Design coin_acceptor, sky130hd; sources not shown.
Fig. 1: run 1, the metal 1 layer
The bar under the picture is 20 um long. Supply wires on this layer in grey. Cells faint in the background.
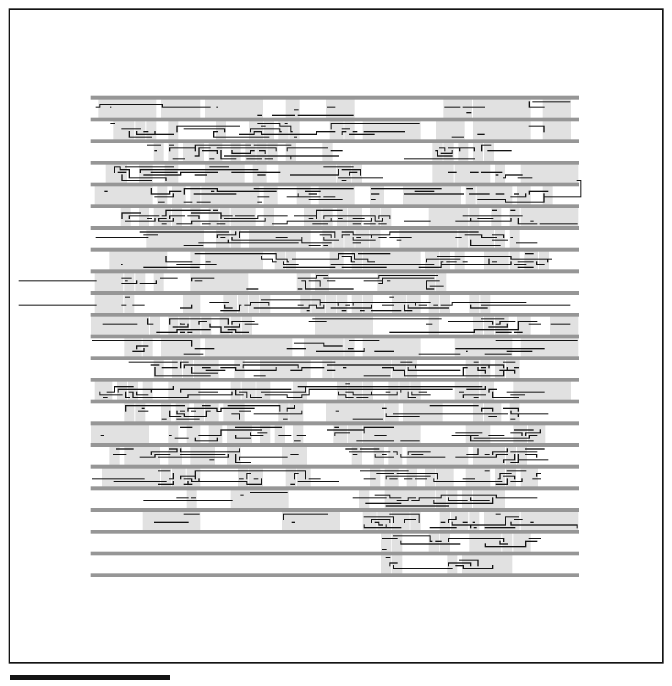
main direction	horizontal
share of all routed wire	52%
nets with wire on the layer	276
longest straight run	23.0 um
overall via count from detail_route: 1604
final WL: 3710 um
met1 capacity usage during global routing: 15.4%

Fig. 2: run 1, I/O nets highlighted
The bar under the picture is 20 um long.
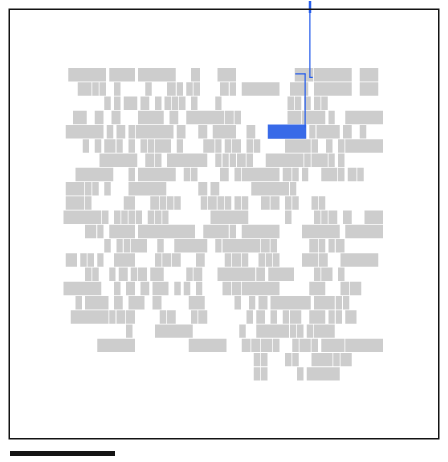
port	colour	bits	direction	end cells	buffers	wire
io_reject	blue	1	output	1	1	24.9 um
number of buffer cells added on primary ports: 8
ports placed on the boundary: 9

Fig. 3: run 1, routed metal, one colour a layer
Two of the layers only.
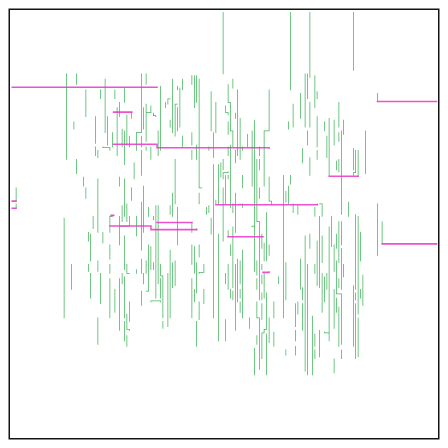
layer	colour	wire length
metal 2	green	1590 um
metal 3	magenta	141 um
All-Layer GR Usage: 11.9%
routed wire length per instance: 11.1 um

==> Changelog: implementation, run 1 <==
## Implementation

* Seq group at 0.335 mW
* Largest net degree at the start of global routing at 17
* Gates resized, CTS repair at 0
* Most used cells in the layout excluding fill and tap cells: 68 x nand2_1, 37 x inv_1, 33 x nor2_1, 33 x dfxtp_1, 26 x nand3_1
* Chip Height at 81.7 um
* Internal Pwr Total at 0.543 mW
* Worst rel slew slack at 58.2%
* Diodes inserted at 0
* Met2 track demand over resource in global routing at 18.0%
* Yosys stat chip area at 1900 sq um
* Number of synthesis warnings at 0
* Worst hold path depth at 2
* Mean area per synthesized cell at 6.90 sq um
* Iteration tally of the first detailed-router pass at 4
* Clock Latency Late Sink at 0.29 ns
* Number of clock sinks at 33
* Proportion of power drawn by the clock network at 39.1%
* Setup WS pre-CTS at 1.98 ns
* Crit path max-delay family: buffers and inverters
* Synth cell count leaders: 68 x nand2_1, 37 x inv_1, 33 x dfxtp_1, 33 x nor2_1, 26 x nand3_1
* Prevailing logic family in the synthesized netlist: simple AND/OR/NAND/NOR gates
* Topmost layer with routed signal wires: met4
* Total of flip-flops plus latches after synthesis at 33
* Data arrival time of the critical path at 2.35 ns
* Number of nets with antenna violations after detailed routing at 0
* Die span in x at 81.7 um
* Result of the run: complete, no violations
* Post-DR vias/cell at 4.79
* Top area cell types: dfxtp_1 35%, nand2_1 13%, inv_1 7.3%
* Layout Utilization at 58.1%
* Area grow syn2layout at 11.7%
* Area of the core region at 3660 sq um
* Minimum period implied by the final worst setup slack at 2.12 ns
* Setup Viol. Count Final at 0
* Part of the power in combinational logic at 16.6%
* Detailed-placement wirelength estimate at 2720 um
* Post-synth EDFFs at 0
* Post-route worst setup slack at 2.30 ns
* Total of hold buffers inserted after clock tree synthesis at 0
* Xor and xnor fraction of the mapped netlist area at 3.22%
* Number of endpoints with negative hold slack in the final report at 0
* Overall power at 0.755 mW
* Share of cells above drive strength 1 at 10.5%
* GRT Residual Overflow at 0
* Type of the worst min-delay path: reg -> reg
* Stages on the worst setup path at 5
* Most common cell in the netlist: nand2_1
* GP Congestion at 0.815
* Worst path buffer plus inverter count at 2
* Std cell rows at 22
* Post-CTS Setup Repair Bufs at 0
* Final cell area excluding filler cells at 2130 sq um
* Depth of the CTS H-tree at 2
* CP peak stage delay at 0.80 ns
* Final setup skew at 0.00741 ns
* Global routing usage on met3 at 3.28%
* Number of cells in the yosys synthesis report at 276
* Crit-path cells: clkdlybuf4s50_1, inv_1, nor3_1, nand2_1, nor2_1
* Detail Route met2 WL at 1590 um
* Total clock buffers created by CTS at 5
* Wire length of the first global-routing pass at 6350 um
* Maximum clock rate at 0.471 GHz
* Async set-or-reset flop fraction in the synthesized netlist at 0%
* Clock tree from TritonCTS: yes
* Switch share at 28.1%
* Static leakage power at 0.897 nW
* Post-route DRC at 0
* AO/OA Area Share at 9.66%
* Count of distinct cell types in the synthesized netlist at 32
* Biggest power consumer among the groups: sequential cells
* FP Util at 52.0%
* Launching element type of the critical path: input port
* Max IR drop VDD at 0.375 mV
* Cell type contributing the most total cell area after synthesis: dfxtp_1
* Max FO, Critical Path at 15
* Cell at the root of the clock tree: clkbuf_8
* Antenna violations before repair at 0
* Cell Count, Final, Fillers Out at 335
* Yosys top cell area share at 34.7%
* Multiplexer share at 0%
* Mapped Cells at 276
* Mapped Nets at 286
* Clk slew on worst S/H paths at 0.07 ns
* Ratio of final minimum period to clock period at 48.0%
==> run 1: cells by family (layout without fill, tap and decap cells) <==
group	count (synthesis)	after routing
adder cells (fa/ha/maj)	5	5
AND/OR/NAND/NOR	154	154
flip-flops	33	33
buffers and inverters	47	58
XOR/XNOR	7	7
AND-OR/OR-AND	30	30
==> run 1: final cells by class <==
class / count / area [sq um]
multi-input cells: 196 / 1050
repair buffers: 8 / 80.1
clock buffers: 7 / 86.3
inverters: 42 / 158
fillers: 356 / 1530
clock inverters: 1 / 30.0
well taps: 48 / 60.1
flip-flops and latches: 33 / 661
==> run 1: tightest hold or removal path: stages (launching register included) <==
cell	delay (ns)
dfxtp_1	0.31
nand2_1	0.05
inv_1	0.05
Fig. 4: run 1, sequential cells coloured by netlist name
The bar under the picture is 20 um long.
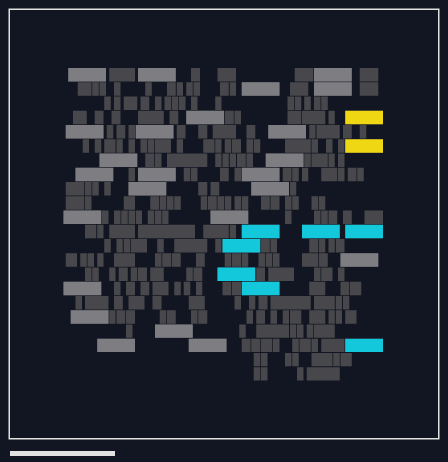

==> inputs of run 2 (changes only) <==
==> constraint.sdc (replaced) <==
create_clock -name clk -period 1.8 [get_ports clk]
set_input_delay 0.27 -clock clk [delete_from_list [all_inputs] [get_ports clk]]
set_output_delay 0.27 -clock clk [all_outputs]
set_load 0.005 [all_outputs]
Fig. 5: run 2, sequential cells coloured by netlist name
The bar under the picture is 20 um long.
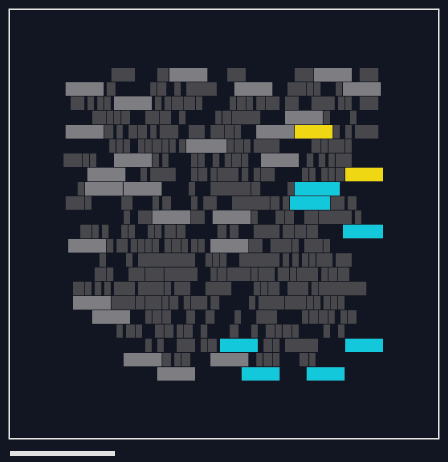
netlist name	colour	flops
rcnt_q	cyan	7
pat_q	yellow	2
not coloured	24
proportion of cell area occupied by registers: 28.8%
sequential cell area: 668 sq um
Layout Utilization: 63.3%
Seq group: 0.809 mW

==> run 2 against run 1 <==
  * Non-clock buffer count is 10 higher
  * Global-route usage is 0.78 points higher
  * Critical path depth is 4 higher
  * Synthesized cell count stayed put
  * Final area is 9.0% higher
  * Worst setup slack worse by 2.2 ns
  * Largest power group unchanged
==> Changelog: implementation, run 2 <==
## Implementation

* Leading cell category by total area: combinational gates
* Max IR drop VDD at 0.479 mV
* Combinational Power at 0.387 mW
* Chip Height at 81.7 um
* Post-route worst setup slack at 0.108 ns
* Worst path buffer plus inverter count at 0
* Number of cells in the yosys synthesis report at 276
* Number of synthesis warnings at 0
* Area of the multi-input gates at 1150 sq um
* Die span in x at 81.7 um
* Post-route DRC at 0
* Total of flip-flops plus latches after synthesis at 33
* Routed wire length per instance at 11.4 um
* Share of cells above drive strength 1 at 19.7%
* Final cell area excluding filler cells at 2320 sq um
* Xor and xnor fraction of the mapped netlist area at 3.22%
* Power attributed to the clock group at 0.726 mW
* Static leakage power at 0.962 nW
* Share of final layout cell area taken by clock buffers and inverters at 5.02%
* Detailed-placement wirelength estimate at 2770 um
* NumNets Final at 308
* Count of fill cells added during filler insertion at 328
* Switching power of the nets at 0.543 mW
* Overall power at 1.92 mW
* Async set-or-reset flop fraction in the synthesized netlist at 0%
* Total clock buffers created by CTS at 5
* Synth cell count leaders: 68 x nand2_1, 37 x inv_1, 33 x dfxtp_1, 33 x nor2_1, 26 x nand3_1
* Critical path's most frequent cell: nor2_2
* Mapped Cells at 276
* Mapped Nets at 286
* Cell type contributing the most total cell area after synthesis: dfxtp_1
* FP Util at 52.0%
* Depth of the CTS H-tree at 2
* Post-CTS Setup Repair Bufs at 0
* Post-DR vias/cell at 4.94
* Layout buffering overhead excluding clock cells at 7.23%
* Post-synth EDFFs at 0
* Clk slew on worst S/H paths at 0.07 ns
* GRT Residual Overflow at 0
* Final setup skew at 0.00806 ns
* Count of inverters other than clock inverters in the layout at 42
* Clock tree from TritonCTS: yes
* Relative contribution of sequential cells to total power at 42.1%
* Minimum period implied by the final worst setup slack at 1.69 ns
* All-Layer GR Usage at 12.7%
* GP Congestion at 0.861
* Most common cell in the netlist: nand2_1
* Data arrival time of the critical path at 1.88 ns
* Number of buffer cells added on primary ports at 8
* Non-clock buffer count at 18
* Total of hold buffers inserted after clock tree synthesis at 0
* Number of endpoints with negative hold slack in the final report at 0
* Prevailing logic family in the synthesized netlist: simple AND/OR/NAND/NOR gates
* AO/OA Area Share at 9.66%
* Launching element type of the critical path: flop
* Result of the run: complete, no violations
* Wire length of the first global-routing pass at 6740 um
* Top area cell types: dfxtp_1 35%, nand2_1 13%, inv_1 7.3%
* Final number of max-transition violations at 0
* Std cell rows at 22
* Antenna violations before repair at 0
* Switch share at 28.3%
* Placement-stage cell area at 2100 sq um
* Overall via count from detail_route at 1714
* Most common library cell in the layout ignoring fill and taps: nand2_1
* Cell Count, Final, Fillers Out at 347
* Synthesized area at 1900 sq um
* Yosys stat chip area at 1900 sq um
* Largest net degree at the start of global routing at 15
* Biggest power consumer among the groups: sequential cells
* Proportion of power drawn by the clock network at 37.8%
* Maximum clock rate at 0.591 GHz
* Cell at the root of the clock tree: clkbuf_8
* Part of the power in combinational logic at 20.1%
* Diodes inserted at 0
* Kind of end point of the critical path: flop
* Share of cell area taken by multi-input logic gates at 49.5%
* Multiplexer share at 0%
* Type of the worst min-delay path: reg -> reg
* Worst hold path depth at 2
* Worst Path Class, Setup: reg -> reg
* Stages on the worst setup path at 9
* Area of the core region at 3660 sq um
* Ratio of final minimum period to clock period at 94.0%
* Number of maximum-capacitance constraint violations at 0
* Internal Pwr Total at 1.38 mW
* Max FO, Critical Path at 6
* Maximum number of buffers from clock root to sink at 2
* Clock buffer count at 7
* Tool warning count at 28
* Most used cells in the layout excluding fill and tap cells: 65 x nand2_1, 37 x inv_1, 29 x nor2_1, 29 x dfxtp_1, 26 x nand3_1
* Setup WS pre-CTS at 0.0126 ns
* Setup Viol. Count Final at 0
* Yosys top cell area share at 34.7%
* Ports placed on the boundary at 9
* Multi-Input Combinational at 198
* Final WL at 3940 um
* Iteration tally of the first detailed-router pass at 4
* Clock Latency Late Sink at 0.29 ns
* Summed negative setup slack over all endpoints at 0 ns
* Count of distinct cell types in the synthesized netlist at 32
* Number of clock sinks at 33
* Hold WS at 0.450 ns
* Area grow syn2layout at 21.7%
* Mean area per synthesized cell at 6.90 sq um
* Number of nets with antenna violations after detailed routing at 0
* Crit-path cells: ha_4, xor2_1, nor2_2, nor2_4, nand4_4, nand3_4, nand2_4, nor2_1, nor2_2
* FFs & Latches at 33
* Well Taps at 48
* CP peak stage delay at 0.37 ns
* Worst rel slew slack at 81.9%
* Crit path max-delay family: simple AND/OR/NAND/NOR gates
Fig. 6: run 2, I/O nets highlighted
The bar under the picture is 20 um long.
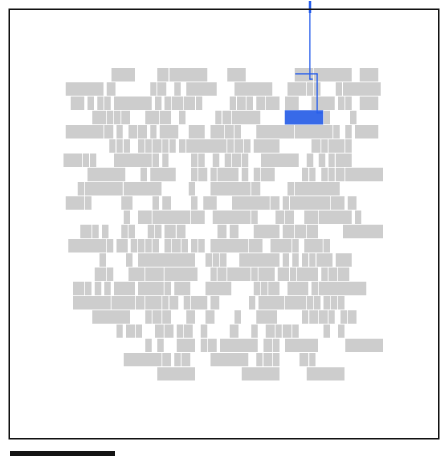
port	colour	bits	direction	end cells	buffers	wire
io_reject	blue	1	output	1	1	25.8 um

## run 2: cell counts after synthesis
Identical to the previous run, type by type.
## run 2: cells by family (layout without fill, tap and decap cells)
kind of cell | count (synthesis) | count (layout)
AND/OR/NAND/NOR | 154 | 156
buffers and inverters | 47 | 68
flip-flops | 33 | 33
AND-OR/OR-AND | 30 | 30
XOR/XNOR | 7 | 7
adder cells (fa/ha/maj) | 5 | 5
## run 2: what timing repair did
action,4_1_cts,5_1_grt
cloned,0,2
setup endpoints to repair,2,23
resized,1,23
pin swaps,0,5
## run 2: layer usage
metal  up-vias  share of wire [%]  global-route usage (%)
li1        920                  -                       -
met1       761                 50                    16.1
met2        27                 45                    19.8
met3         6                3.8                    3.82
met4         0                1.5                    5.10
met5         -                  0                       0
Power and IR drop assume default switching activity.
